File: src/rtl/seq_pattern_gen.sv
// Programmable serial pattern source: shifts a stored pattern out MSB-first,
// stretching each bit over a programmable period, for a set or unlimited repeat count.
module seq_pattern_gen #(
  parameter int PAT_W = 16,
  parameter int DIV_W = 8
) (
  input  logic             sys_clk,
  input  logic             sys_rst,
  input  logic             seq_en,
  input  logic             cfg_load,
  input  logic [PAT_W-1:0] cfg_pattern,
  input  logic [4:0]       cfg_len,
  input  logic [7:0]       cfg_rep,
  input  logic [DIV_W-1:0] cfg_div,
  output logic             seq_signal,
  output logic             seq_valid,
  output logic             busy,
  output logic             done
);

  localparam int               IDX_W   = (PAT_W > 1) ? $clog2(PAT_W) : 1;
  localparam logic [5:0]       PAT_W6  = 6'(PAT_W);
  localparam logic [PAT_W-1:0] PAT_RST = {{(PAT_W-7){1'b0}}, 7'b1110010};
  localparam logic [IDX_W-1:0] IDX_ONE = 1;
  localparam logic [DIV_W-1:0] DIV_ONE = 1;

  typedef enum logic [1:0] {S_IDLE, S_RUN, S_FIN} state_t;

  // Length is kept as the index of the first bit sent (len-1), clamped to [1, PAT_W].
  function automatic logic [IDX_W-1:0] clamp_last(input logic [4:0] l);
    if (l == 5'd0)
      return '0;
    else if ({1'b0, l} > PAT_W6)
      return IDX_W'(PAT_W - 1);
    else
      return IDX_W'(l - 5'd1);
  endfunction

  state_t           r_state, w_state;
  logic             r_en_d;
  logic [PAT_W-1:0] r_pat, w_pat;
  logic [IDX_W-1:0] r_last, w_last;
  logic [7:0]       r_rep, w_rep;
  logic [DIV_W-1:0] r_div, w_div;
  logic [IDX_W-1:0] r_idx, w_idx;
  logic [DIV_W-1:0] r_div_cnt, w_div_cnt;
  logic [7:0]       r_rep_cnt, w_rep_cnt;
  logic             r_sig, w_sig;
  logic             r_vld, w_vld;
  logic             r_busy, w_busy;
  logic             r_done, w_done;
  logic             w_start;
  logic             w_load;

  always_comb begin
    w_start   = seq_en & ~r_en_d;
    w_load    = (r_state == S_IDLE) & cfg_load;
    w_state   = r_state;
    w_pat     = r_pat;
    w_last    = r_last;
    w_rep     = r_rep;
    w_div     = r_div;
    w_idx     = r_idx;
    w_div_cnt = r_div_cnt;
    w_rep_cnt = r_rep_cnt;
    w_vld     = 1'b0;
    w_done    = 1'b0;

    if (w_load) begin
      w_pat  = cfg_pattern;
      w_last = clamp_last(cfg_len);
      w_rep  = cfg_rep;
      w_div  = cfg_div;
    end

    case (r_state)
      S_IDLE: begin
        // A load coinciding with start feeds the new config straight into this run.
        if (w_start) begin
          w_state   = S_RUN;
          w_idx     = w_last;
          w_div_cnt = w_div;
          w_rep_cnt = w_rep;
          w_vld     = 1'b1;
        end
      end
      S_RUN: begin
        if (!seq_en) begin
          w_state = S_IDLE;
        end else if (r_div_cnt != '0) begin
          w_div_cnt = r_div_cnt - DIV_ONE;
        end else if (r_idx != '0) begin
          w_idx     = r_idx - IDX_ONE;
          w_div_cnt = r_div;
          w_vld     = 1'b1;
        end else if ((r_rep == 8'd0) || (r_rep_cnt > 8'd1)) begin
          if (r_rep != 8'd0)
            w_rep_cnt = r_rep_cnt - 8'd1;
          w_idx     = r_last;
          w_div_cnt = r_div;
          w_vld     = 1'b1;
        end else begin
          w_state = S_FIN;
          w_done  = 1'b1;
        end
      end
      S_FIN:   w_state = S_IDLE;
      default: w_state = S_IDLE;
    endcase

    w_busy = (w_state == S_RUN);
    w_sig  = w_busy & w_pat[w_idx];
  end

  always_ff @(posedge sys_clk) begin
    if (sys_rst) begin
      r_state   <= S_IDLE;
      r_en_d    <= 1'b0;
      r_pat     <= PAT_RST;
      r_last    <= IDX_W'(6);
      r_rep     <= 8'd1;
      r_div     <= '0;
      r_idx     <= '0;
      r_div_cnt <= '0;
      r_rep_cnt <= '0;
      r_sig     <= 1'b0;
      r_vld     <= 1'b0;
      r_busy    <= 1'b0;
      r_done    <= 1'b0;
    end else begin
      r_state   <= w_state;
      r_en_d    <= seq_en;
      r_pat     <= w_pat;
      r_last    <= w_last;
      r_rep     <= w_rep;
      r_div     <= w_div;
      r_idx     <= w_idx;
      r_div_cnt <= w_div_cnt;
      r_rep_cnt <= w_rep_cnt;
      r_sig     <= w_sig;
      r_vld     <= w_vld;
      r_busy    <= w_busy;
      r_done    <= w_done;
    end
  end

  assign seq_signal = r_sig;
  assign seq_valid  = r_vld;
  assign busy       = r_busy;
  assign done       = r_done;

endmodule

File: config.mk
export PLATFORM = sky130hd
export DESIGN_NAME = seq_pattern_gen
export DESIGN_NICKNAME = d
export VERILOG_FILES = /design/src/rtl/seq_pattern_gen.sv
export SDC_FILE = /design/constraint.sdc
export NUM_CORES = 1
export LEC_CHECK = 0
export CORE_ASPECT_RATIO = 0.6
export CORE_MARGIN = 2
export CORE_UTILIZATION = 29
export DETAILED_ROUTE_END_ITERATION = 6
export HOLD_SLACK_MARGIN = 0.03
export MAX_ROUTING_LAYER = met4
export PLACE_DENSITY = 0.52
export SLEW_MARGIN = 5
export SYNTH_ARGS = -nofsm -noshare
export SYNTH_HDL_FRONTEND = slang
export SYNTH_SLANG_ARGS = --single-unit
File: constraint.sdc
create_clock -name sys_clk -period 6.4 [get_ports sys_clk]
set_input_delay 1.92 -clock sys_clk [delete_from_list [all_inputs] [get_ports sys_clk]]
set_output_delay 1.92 -clock sys_clk [all_outputs]
set_load 0.02 [all_outputs]
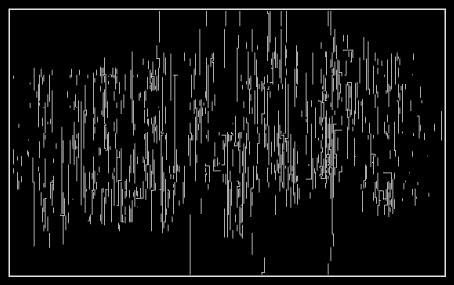
run_1/m2.png
Scale: 3 px per um.
- main direction: vertical
- wire length on this layer: 3680 um
- longest straight run: 35.0 um
- nets with wire on the layer: 398
- share of all routed wire: 39%
GR Layer Usage met2: 0.2037
total number of vias: 3200
DRT Wirelength: 9.435 mm

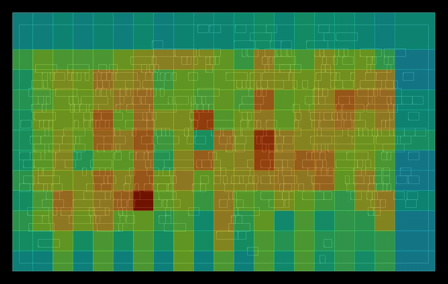
run_1/congestion_map.png
Layout Utilization: 0.3742
Most Used Layer, Global Route: met1
global routing usage on met3: 0.04437
overall global routing resource usage: 0.1590

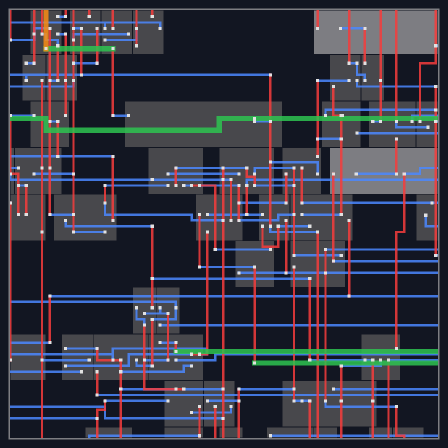
run_1/closeup.png
Window x 60 to 85, y 32 to 57 um. Cells in grey, sequential cells in the stronger grey; small squares are vias.
- M4: orange
- M1: blue
- M3: green
- M2: red
- cells with their middle in the window: 36
- netlist names of flops here include: r_idx (1), r_pat (1)
- sequential cells in the window: 2
- most frequent: nor2_1 (4), a21oi_1 (3), nor2b_1 (3)

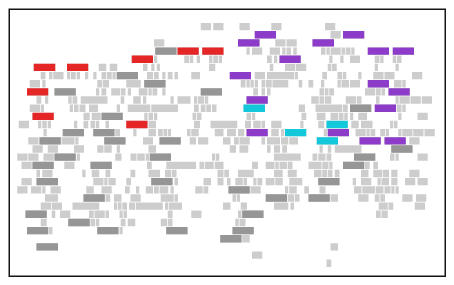
run_1/ff_map.png
Scale: 3 px per um.
- r_div: red (flops 8; where north-west)
- r_idx: cyan (flops 4)
- r_pat: purple (flops 16)
- not coloured: 35
sequential standard cell area: 1261 um^2
flip-flop and latch share of the layout cell area: 0.2944
reported sequential group power: 456 uW

## run 1: critical path, stage by stage
cell and delay [ps]:
sky130_fd_sc_hd__clkdlybuf4s50_1 450, sky130_fd_sc_hd__inv_1 100, sky130_fd_sc_hd__ha_1 220, sky130_fd_sc_hd__nor3b_1 290, sky130_fd_sc_hd__maj3_1 260, sky130_fd_sc_hd__a21oi_1 90, sky130_fd_sc_hd__a211oi_2 880, sky130_fd_sc_hd__mux2i_1 310
sky130_fd_sc_hd__nor2_1 60, sky130_fd_sc_hd__o21ai_0 180, sky130_fd_sc_hd__a21oi_1 80, sky130_fd_sc_hd__or3_1 350
## run 1: area by class of cell
cell class,instances,area (um^2),share of cell area
Inverter,14,52.55,0.01227
Sequential cell,63,1261,0.2944
Multi-Input combinational cell,337,2032,0.4743
Tap cell,160,200.2,0.04673
Clock buffer,13,260.3,0.06075
Clock inverter,1,5.005,0.001168
Timing Repair Buffer,49,473.0,0.1104
## run 1: layout by cell type (no fill, tap or decap), drive strengths merged, types with 4 or more instances in the layout
cell	count
o21ai	10
or2	4
nand3	6
nand3b	4
inv	14
nor3	18
clkbuf	13
nor4	4
clkdlybuf4s50	43
ha	5
nor2b	8
dfxtp	63
mux2i	22
nor3b	7
nor2	51
buf	6
nand2	66
o31ai	6
nand2b	6
a211oi	9
a21oi	51
o22ai	7
## run 1: state kept, by name, summed over array words and instances (netlist names), 2 cells and up
register and cells:
r_rep 8, r_div 8, r_rep_cnt 8, r_idx 4, r_state 2, r_last 4
r_pat 16, r_div_cnt 8
## run 1: power groups by stage
stage	clock [uW]	combinational (uW)	sequential (uW)
after global placement	0	303	463
after global routing	476	345	461
after CTS	458	309	456
final	445	308	456
after detailed placement	0	307	464
after floorplan	0	225	456
## run 1: cells by family after synthesis
logic type	after synthesis	synth area share
AND/OR/NAND/NOR	194	0.2817
AND-OR/OR-AND	110	0.2059
flip-flops	63	0.3655
buffers and inverters	41	0.04859
multiplexers	23	0.06708
adder cells (fa/ha/maj)	6	0.02103
XOR/XNOR	4	0.01015
## run 1: worst paths after layout
kind              startpoint          to  slack (ps)  cells after the start
setup / recovery  cfg_len[0]  seq_signal        1410                     12
setup reg to reg    r_idx[0]  seq_signal        2630                     11
hold reg to reg    r_pat[15]   r_pat[15]         450                      2
hold / removal     r_pat[15]   r_pat[15]         450                      2
## run 1: per-stage QoR
step | cell area (um^2) | util | worst slack (ps) | cells | power [uW]
final | 4284 | 0.3742 | 1411 | 637 | 1209
after global routing | 4284 | 0.3742 | 1157 | 637 | 1282
after CTS | 4284 | 0.3742 | 1435 | 637 | 1223
after detailed placement | 4019 | 0.3510 | 1097 | 623 | 771.0
after global placement | 4019 | 0.3510 | 1310 | 623 | 765.8
after floorplan | 3451 | - | 2313 | 441 | 681.2
## run 1: metal layers
| metal | up-vias | wire [um] |
|---|---|---|
| li1 | 1636 | - |
| met1 | 1469 | 5026 |
| met2 | 90 | 3675 |
| met3 | 5 | 698 |
| met4 | 0 | 34 |
| met5 | - | 0 |
==> run summary, run 1 <==
Implementation progress

The run finished with clean final reports. The switching power share of the total stands at 0.3080. The power report attributes to the sequential group a share of 0.377. The tool flagged a number of max-cap violations equal to 0. The area share of the largest cell type after synthesis stands at 0.3655. The post-synthesis instance area stands at 3451 um^2. The die area stands at 12820 um^2. Compared with the post-synthesis result, the final layout area differs by 24.15%. The async set-reset flop share out of synthesis stands at 0.

According to the floorplan report, the die height is roughly 88 um. The path class of the tightest hold or removal check is reg -> reg. The relative contribution of combinational cells to total power stands at 0.255.

The number of clock sinks seen by CTS stands at about 63. Entering global routing, the biggest net connects 63 pins. The commonest cells after synthesis are sky130_fd_sc_hd__nand2_1, sky130_fd_sc_hd__dfxtp_1, sky130_fd_sc_hd__a21oi_1, sky130_fd_sc_hd__nor2_1. The initial standard-cell utilization of the core stands at 0.3014.

The placement summary gives the final routability congestion estimate as about 0.87. The maximum clock skew at final layout stands at ~7.1 ps. The post-cts hold buffer count stands at 0. The skew report gives the latency at the later pin of the worst-skew pair as 330 ps. The number of nets with antenna violations after detailed routing stands at 0. The unique cell type count in the Yosys netlist stands at roughly 60. The routed design could run at a clock period as short as about 5000 ps. Setup repair after global routing left no endpoint under its margin. Clock tree synthesis selected as its root buffer the cell sky130_fd_sc_hd__clkbuf_16. The fraction of final layout cells with drive strength greater than 1 stands at 0.06918. Per the OpenROAD power report, switching power amounts to about 370 uW. The area of the synthesized netlist per yosys stat stands at 3451 um^2. The final-report max-slew violation count stands at 0.

Each instance of the synthesized netlist takes up on average ~7.8 um^2. The timing-limited maximum frequency stands at approximately 200 MHz. After the last flow step, the layout net total stands at between 500 and 600. The number of diodes added for antenna fixing stands at 0.

The detailed placement HPWL stands at between 6 and 7 mm. In the Yosys report the total cell count is approximately 440. The number of buffers created by CTS stands at 9. The share of the Yosys chip area taken by registers is 0.3655. Endpoints with negative setup slack in the final report add up to 0.

The worst setup path is launched from a primary input. The synthesis stats list as the most numerous cell sky130_fd_sc_hd__nand2_1. For met1 alone, demand over resource in global routing was 0.2412.

In the synthesized netlist the dominant register cell turns out to be sky130_fd_sc_hd__dfxtp_1. The critical path is of the in -> reg type. Post-route period utilization is reported as 0.7796. Final hold analysis gives a worst-case slack of 454.0 ps. The data required time of the worst path stands at around 6600 ps.
run_1/sizing.png
Scale: 4 px per um.
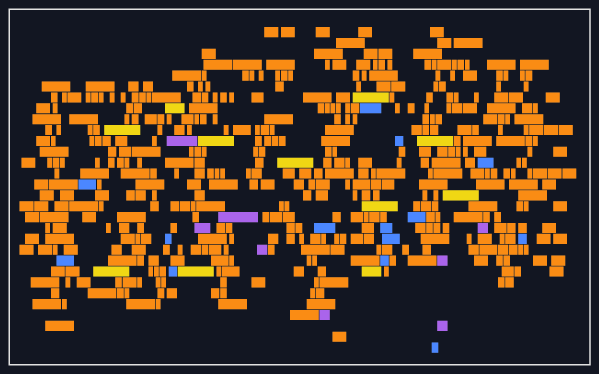

## Run 2: what changed since run 1
Settings changed: PLACE_DENSITY 0.52 to 0.54.
Clock period 6.4 ns to 4.05 ns, I/O delays scaled along.
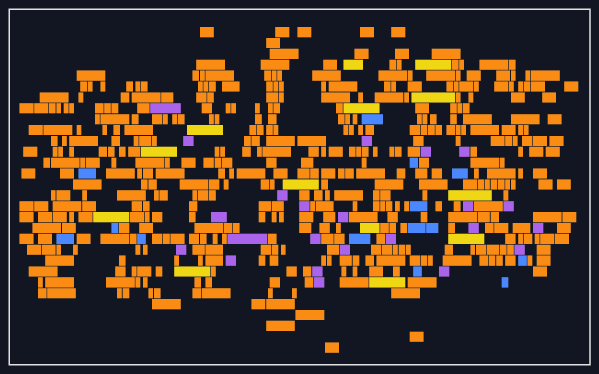
run_2/sizing.png
Scale: 4 px per um.
- x3 and x4: purple (cells 23; most used buf_4)
- x1 and smaller: orange (cells 442; most used nand2_1)
- x6 and larger: yellow (cells 13; most used clkbuf_16)
- x2: blue (cells 14; most used or2_2)
number of ordinary and repair buffers in the finished layout: 62
Syn-to-layout area delta: 28.93%

==> run summary, run 2 <==
Implementation progress

STA lists the endpoint of the worst register-to-register path as seq_signal. The count of instantiated cells in the yosys netlist stands at 441. TritonCTS created 9 clock buffers.

By area the synthesized netlist is led by sky130_fd_sc_hd__dfxtp_1, sky130_fd_sc_hd__a21oi_1, sky130_fd_sc_hd__nand2_1. Setup repair after global routing left no endpoint under its margin. The post-synthesis instance area stands at about 3500 um^2.

For this design, the sink count on the clock tree is about 63. The register area stands at ~1300 um^2. Endpoints with negative setup slack in the final report add up to 0. For this run, global-route usage on met3 was measured as 0.04113. For this run, the chip area from Yosys synthesis comes to about 3500 um^2. The synthesis report names the predominant flop master as sky130_fd_sc_hd__dfxtp_1.

The detailed placement HPWL stands at 6.757 mm. The worst slack at placement stands at -18.15 ps. The worst path needs ~3700 ps of the cycle, external delays included. In the global route stage, met1 resource usage came out at 0.2346.

The layout summary lists the proportion of cells stronger than drive strength 1 as 0.1016. Per the hold report, the tightest min-delay path originates at r_div[3]. Final hold analysis gives a worst-case slack of 452.5 ps. The area of combinational cells with multiple inputs stands at 2032 um^2. The post-synthesis sequential area ratio stands at 0.3655.

The critical path is of the in -> reg type. Per the cell usage report, the commonest logic cells after layout are sky130_fd_sc_hd__nand2_1, sky130_fd_sc_hd__dfxtp_1, sky130_fd_sc_hd__a21oi_1, sky130_fd_sc_hd__nor2_1, sky130_fd_sc_hd__clkdlybuf4s50_1. The commonest cells after synthesis are sky130_fd_sc_hd__nand2_1, sky130_fd_sc_hd__dfxtp_1, sky130_fd_sc_hd__a21oi_1, sky130_fd_sc_hd__nor2_1. Ranked by flip-flop count, first place goes to r_pat.

The largest net degree at the start of global routing stands at slightly above 60. In the floorplan report the effective utilization is 0.3014. The async set-reset flop share out of synthesis stands at 0. The area share of the largest cell type after synthesis stands at 0.3655. The flow ran to the end, and the final reports show no timing, DRC or antenna violations. In this run the mean area of a mapped cell was around 7.8 um^2. For this run, the total global-route usage over all layers was measured as 0.1603. The library cell used most frequently in the layout, excluding fill and tap cells, is sky130_fd_sc_hd__nand2_1.

Counting pins that exceed their max-slew limit in the final report gives 0. The number of nets with antenna violations after detailed routing stands at 0. The root buffer cell chosen for the clock tree is sky130_fd_sc_hd__clkbuf_16. In the final run the clock tree shows a worst skew of between 6 and 7 ps. At the end of the flow, the number of nets in the layout was ~530. The post-cts hold buffer count stands at 0.

The flip-flop count of the largest register after layout stands at 16. The global placement routability congestion stands at 0.8351. The path with the worst hold slack has its endpoint at r_div[3].
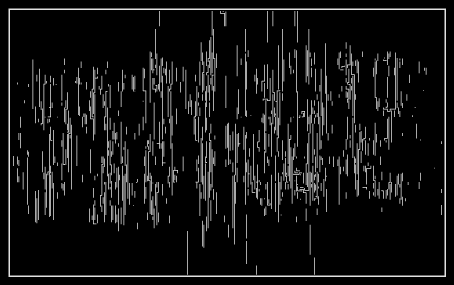
run_2/m2.png
Scale: 3 px per um.
- main direction: vertical
- longest straight run: 23.1 um
- wire length on this layer: 3620 um
- nets with wire on the layer: 422
total number of vias: 3309
DRT Wirelength: 9.613 mm
GR Layer Usage met2: 0.2127

==> run 2: cell type report <==
type                       instances  area share
multi-input combinational        337      0.4567
sequential                        63      0.2835
timing repair buffer              62      0.1282
clock buffer                      11     0.05681
tap                              160     0.04499
clock inverter                     5     0.01800
inverter                          14     0.01181
==> run 2: worst max path at each step <==
stage | startpoint | endpoint | slack (ps) | cells past startpoint
after floorplan | cfg_len[0] | seq_signal | 670 | 12
after global placement | seq_en | seq_signal | 50 | 11
after detailed placement | cfg_load | seq_signal | -20 | 10
after CTS | cfg_load | seq_signal | 330 | 10
after global routing | cfg_len[0] | seq_signal | 110 | 13
final | cfg_load | seq_signal | 310 | 10
==> run 2: metrics by stage <==
step	TNS (ps)	utilization	power (uW)	cells	area, um^2
final	0	0.3886	2093	652	4449
after global routing	0	0.3886	2198	652	4449
after CTS	0	0.3886	2110	652	4449
after detailed placement	-18.15	0.3596	1237	636	4116
after global placement	0	0.3596	1228	636	4116
after floorplan	0	-	1077	441	3451
==> run 2: cell families (layout without fill, tap and decap cells) <==
family          count (synthesis)  in the layout  share of synthesized area
flops                          63             63                     0.3655
mux                            23             23                    0.06708
simple gates                  194            194                     0.2817
fa+ha+maj                       6              6                    0.02103
buf+inv                        41             92                    0.04859
xor+xnor                        4              4                    0.01015
compound gates                110            110                     0.2059
==> run 2: routing by layer <==
metal	routed length [um]	part of all wire	vias up
li1	-	-	1654
met4	105	0.011	0
met2	3619	0.38	106
met1	5268	0.55	1534
met3	621	0.065	15
met5	0	0	-
==> run 2: power breakdown <==
part	total, uW	switching, uW	internal (uW)
sequential	720	49.4	671
clock	863	292	571
combinational	510	282	228
total	2090	623	1470
==> run 2: critical path, cell delays in order <==
cell and delay (ps):
sky130_fd_sc_hd__clkdlybuf4s50_1 500, sky130_fd_sc_hd__or3b_2 540, sky130_fd_sc_hd__a211o_1 310, sky130_fd_sc_hd__a21oi_1 180, sky130_fd_sc_hd__and3_1 330, sky130_fd_sc_hd__mux2i_1 230, sky130_fd_sc_hd__o211ai_1 100, sky130_fd_sc_hd__nand4b_1 130
sky130_fd_sc_hd__a21oi_1 50, sky130_fd_sc_hd__or3_1 360
No activity file was given, so power comes from the tool's default toggle rates.
